===== src/rtl/mult_div_unit.sv =====
// Iterative radix-2 multiply/divide unit with HI/LO registers for the MIPS EX stage.
// MULT/MULTU/DIV/DIVU take WIDTH+1 cycles; MTHI/MTLO write HI/LO in a single cycle.
module mult_div_unit #(
   parameter int WIDTH = 32,
   parameter int CNT_W = 6
) (
   input  logic             CLOCK,
   input  logic             RESET,
   input  logic             Start,
   input  logic [2:0]       Op,
   input  logic [WIDTH-1:0] OpA,
   input  logic [WIDTH-1:0] OpB,
   input  logic             Flush,
   output logic             Busy,
   output logic             Done,
   output logic [WIDTH-1:0] HI,
   output logic [WIDTH-1:0] LO
);

   typedef enum logic [1:0] {
      IDLE = 2'd0,
      CALC = 2'd1,
      FIX  = 2'd2
   } state_t;

   localparam logic [2:0] OP_MULTU = 3'd0;
   localparam logic [2:0] OP_MULT  = 3'd1;
   localparam logic [2:0] OP_DIVU  = 3'd2;
   localparam logic [2:0] OP_DIV   = 3'd3;
   localparam logic [2:0] OP_MTHI  = 3'd4;
   localparam logic [2:0] OP_MTLO  = 3'd5;

   state_t             state_reg;
   logic [CNT_W-1:0]   count_reg;
   logic [WIDTH-1:0]   opb_mag_reg;
   logic [WIDTH-1:0]   acc_hi_reg;
   logic [WIDTH-1:0]   acc_lo_reg;
   logic               is_div_reg;
   logic               neg_res_reg;
   logic               neg_rem_reg;
   logic               div_zero_reg;

   logic               is_signed;
   logic               a_neg;
   logic               b_neg;
   logic [WIDTH-1:0]   a_mag;
   logic [WIDTH-1:0]   b_mag;
   logic [WIDTH:0]     mul_sum;
   logic [WIDTH+1:0]   div_diff;
   logic               div_borrow;
   logic [2*WIDTH-1:0] prod_mag;
   logic [2*WIDTH-1:0] prod_fix;
   logic [WIDTH-1:0]   quo_fix;
   logic [WIDTH-1:0]   rem_fix;

   always_comb begin
      is_signed = Op[0];
      a_neg     = is_signed & OpA[WIDTH-1];
      b_neg     = is_signed & OpB[WIDTH-1];
      a_mag     = a_neg ? (~OpA + 1'b1) : OpA;
      b_mag     = b_neg ? (~OpB + 1'b1) : OpB;
   end

   // Multiply and divide share the accumulator: acc_lo starts as |OpA| in both cases.
   always_comb begin
      mul_sum    = {1'b0, acc_hi_reg} + (acc_lo_reg[0] ? {1'b0, opb_mag_reg} : {(WIDTH+1){1'b0}});
      div_diff   = {1'b0, acc_hi_reg, acc_lo_reg[WIDTH-1]} - {2'b00, opb_mag_reg};
      div_borrow = div_diff[WIDTH+1];
   end

   always_comb begin
      prod_mag = {acc_hi_reg, acc_lo_reg};
      prod_fix = neg_res_reg ? (~prod_mag + 1'b1) : prod_mag;
      if (div_zero_reg)
         quo_fix = {WIDTH{1'b1}};
      else
         quo_fix = neg_res_reg ? (~acc_lo_reg + 1'b1) : acc_lo_reg;
      rem_fix = neg_rem_reg ? (~acc_hi_reg + 1'b1) : acc_hi_reg;
   end

   assign Busy = (state_reg != IDLE);

   always_ff @(posedge CLOCK or negedge RESET) begin
      if (!RESET) begin
         state_reg    <= IDLE;
         count_reg    <= '0;
         opb_mag_reg  <= '0;
         acc_hi_reg   <= '0;
         acc_lo_reg   <= '0;
         is_div_reg   <= 1'b0;
         neg_res_reg  <= 1'b0;
         neg_rem_reg  <= 1'b0;
         div_zero_reg <= 1'b0;
         HI           <= '0;
         LO           <= '0;
         Done         <= 1'b0;
      end else begin
         Done <= 1'b0;
         case (state_reg)
            IDLE: begin
               if (Start && !Flush) begin
                  case (Op)
                     OP_MULTU, OP_MULT, OP_DIVU, OP_DIV: begin
                        opb_mag_reg  <= b_mag;
                        acc_hi_reg   <= '0;
                        acc_lo_reg   <= a_mag;
                        is_div_reg   <= Op[1];
                        neg_res_reg  <= a_neg ^ b_neg;
                        neg_rem_reg  <= a_neg;
                        div_zero_reg <= (OpB == '0);
                        count_reg    <= CNT_W'(WIDTH - 1);
                        state_reg    <= CALC;
                     end
                     OP_MTHI: HI <= OpA;
                     OP_MTLO: LO <= OpA;
                     default: ;
                  endcase
               end
            end
            CALC: begin
               if (Flush) begin
                  state_reg <= IDLE;
               end else begin
                  if (is_div_reg) begin
                     acc_lo_reg <= {acc_lo_reg[WIDTH-2:0], ~div_borrow};
                     acc_hi_reg <= div_borrow ? {acc_hi_reg[WIDTH-2:0], acc_lo_reg[WIDTH-1]}
                                              : div_diff[WIDTH-1:0];
                  end else begin
                     acc_hi_reg <= mul_sum[WIDTH:1];
                     acc_lo_reg <= {mul_sum[0], acc_lo_reg[WIDTH-1:1]};
                  end
                  count_reg <= count_reg - 1'b1;
                  if (count_reg == '0)
                     state_reg <= FIX;
               end
            end
            FIX: begin
               // A flush arriving with the final step still discards the result.
               if (!Flush) begin
                  if (is_div_reg) begin
                     HI <= rem_fix;
                     LO <= quo_fix;
                  end else begin
                     HI <= prod_fix[2*WIDTH-1:WIDTH];
                     LO <= prod_fix[WIDTH-1:0];
                  end
                  Done <= 1'b1;
               end
               state_reg <= IDLE;
            end
            default: state_reg <= IDLE;
         endcase
      end
   end

endmodule

===== config.mk =====
export PLATFORM = sky130hd
export DESIGN_NAME = mult_div_unit
export DESIGN_NICKNAME = d
export VERILOG_FILES = /design/src/rtl/mult_div_unit.sv
export SDC_FILE = /design/constraint.sdc
export NUM_CORES = 1
export LEC_CHECK = 0
export CAP_MARGIN = 10
export CORE_UTILIZATION = 45
export DETAILED_ROUTE_END_ITERATION = 16
export PLACE_DENSITY_LB_ADDON = 0.3
export SYNTH_ARGS = -nofsm -noshare
export SYNTH_HDL_FRONTEND = slang
export SYNTH_SLANG_ARGS = --single-unit

===== constraint.sdc =====
create_clock -name CLOCK -period 3.91 [get_ports CLOCK]
set_input_delay 0.9775 -clock CLOCK [delete_from_list [all_inputs] [get_ports CLOCK]]
set_output_delay 0.9775 -clock CLOCK [all_outputs]
set_load 0.1 [all_outputs]

clock_map.png
The bar under the picture is 50 µm long.
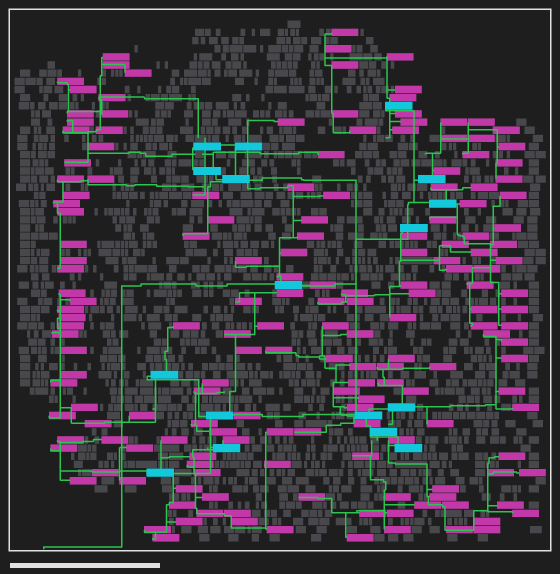
[magenta] flip-flops | count: 173
[green] clock wires | length: 2,550 µm
[cyan] cells driving clock nets | count: 17
flops lie: spread over the die
routed clock nets: 18

metal_stack.png
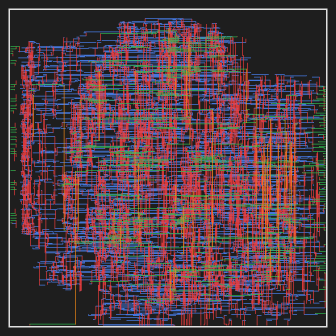
| colour | layer | wire length |
|---|---|---|
| blue | met1 | 22.2 mm |
| red | met2 | 20.6 mm |
| orange | met4 | 1,620 µm |
| green | met3 | 4,070 µm |
DR WL/cell: 20.3 µm
GRT Resource Usage Total: 30.0%
via count: 14,600
final WL: 48,500 µm

power by group:
| group | switching, µW | internal, µW | total, µW |
|---|---|---|---|
| combinational | 5060 | 2830 | 7890 |
| clock | 824 | 991 | 1810 |
| sequential | 695 | 2280 | 2970 |
| total | 6580 | 6090 | 12700 |
metrics by stage:
stage,instance area (µm²),util [%]
2_1_floorplan,14300,-
3_3_place_gp,16400,53.2
3_5_place_dp,16400,53.2
4_1_cts,17100,55.2
5_1_grt,17100,55.2
6_report,17100,55.2
kinds of logic after synthesis:
group / count (synthesis) / synth area share, %
AND-OR/OR-AND: 604 / 25.3
XOR/XNOR: 171 / 10.5
adder cells (fa/ha/maj): 72 / 6.41
buffers and inverters: 173 / 4.57
flip-flops: 173 / 30.3
multiplexers: 50 / 3.50
AND/OR/NAND/NOR: 604 / 19.5
final cells by class:
cell class	count	area [µm²]	area share, %
Tap cell	396	495	2.91
Clock inverter	13	155	0.910
Timing Repair Buffer	219	2020	11.8
Multi-Input combinational cell	1501	9350	54.8
Inverter	66	248	1.45
Sequential cell	173	4330	25.4
Clock buffer	19	453	2.66
path summary, 6_finish.rpt:
check | startpoint | end | slack [ns] | cells past startpoint
setup reg to reg | acc_lo_reg[0]$_DFFE_PN0P_ | acc_hi_reg[29]$_DFFE_PN0P_ | 0.25 | 15
max in group asynchronous | RESET | acc_hi_reg[0]$_DFFE_PN0P_ | 2.46 | 2
hold / removal | HI[16]$_DFFE_PN0P_ | HI[16]$_DFFE_PN0P_ | 0.48 | 2
min in group asynchronous | RESET | LO[17]$_DFFE_PN0P_ | 0.52 | 1
setup / recovery | acc_lo_reg[0]$_DFFE_PN0P_ | acc_hi_reg[29]$_DFFE_PN0P_ | 0.25 | 15
hold reg to reg | HI[16]$_DFFE_PN0P_ | HI[16]$_DFFE_PN0P_ | 0.48 | 2
==> run summary <==
run metrics: Final #Nets=2,121, Clock Skew=0.0134 ns, count leader, synth=o21ai_0, Crit Path Max Fanout=4, RSZ-0062 raised after global routing=no, CP endpoint kind=register, count of tool warnings=27, CTS Hold Bufs=0, std cell rows=64, Yosys chip area=approximately 14,000 µm², Max Slew Vio Count=0, power density over the cells=roughly 740 nW/µm², post-synthesis cell count=roughly 1,800, global routing's busiest layer=met2, status=finished, final reports clean, ys flops=173, Cell Chain, Critical Path=and2_1, ha_1, inv_1, fa_1, nand2b_1, a21oi_1, o41a_1, a21oi_1, buf_4, o41ai_1, a221oi_2, buf_4, o221a_2, o21ai_0, o211ai_1, fp util=roughly 46%, Yosys cell types=72, initial antenna violation count=1, Commonest cells post-synth=o21ai_0, nand2_1, dfrtp_1, Post-Syn Nets=1,990, grt met3 use=under 10%, DRT antenna net count=0, Slowest-stage cell, CP=o41ai_1, main flop type=dfrtp_1, Die X=roughly 180 µm, Starting DRT DRC Count=1,566, Cell Count, Final, Fillers Out=roughly 2,400, root buffer cell=clkbuf_16, Top-area cell share=a little under a third, vias in the first global route=approximately 14,000, first-pass GRT wire length=about 77,000 µm, syn avg cell area=7.74 µm², M1 GR Usage=a little over two fifths, largest net degree at the start of global routing=82, ys cells=~1,800, Ys Warns=0, Critical Path AT=around 4.0 ns, Worst-path clk slew=0.07 ns, Final min period=3.66 ns, Startpoint Class=register, Worst Slack Setup Final=0.249 ns, most common logic cell in the routed design=o21ai_0, Worst path top cell family by delay=AND-OR/OR-AND gates, Clock Sinks=173, relative slew slack=32.7%, Peak VDD IR=0.358 mV, IO Pins=137, worst-skew pair later-pin latency=0.45 ns, Post-CTS Resized=0, top cells, area=dfrtp_1, o21ai_0, nand2_1, met2 Use GR=around 45%, GRT overflow=0, Clock H-tree levels=4, CP Buf/Inv Count=3, Tcrit/Tclk final=93.6%, die height=180 µm, Routed met1 length=between 20,000 and 25,000 µm, Fmax=0.273 GHz, Worst Max-Slew Pin Slew=1.01 ns, Leak Pwr=0.00740 µW, Die ar.=32,500 µm², # placed instances=2,355, setup violators final=0, Post-synth EDFFs=0, Critical Path RT=4.21 ns, CTS max path bufs=2, Async S/R FF share, synth=100%, residual DRC count=0
No activity file was given, so power comes from the tool's default toggle rates.
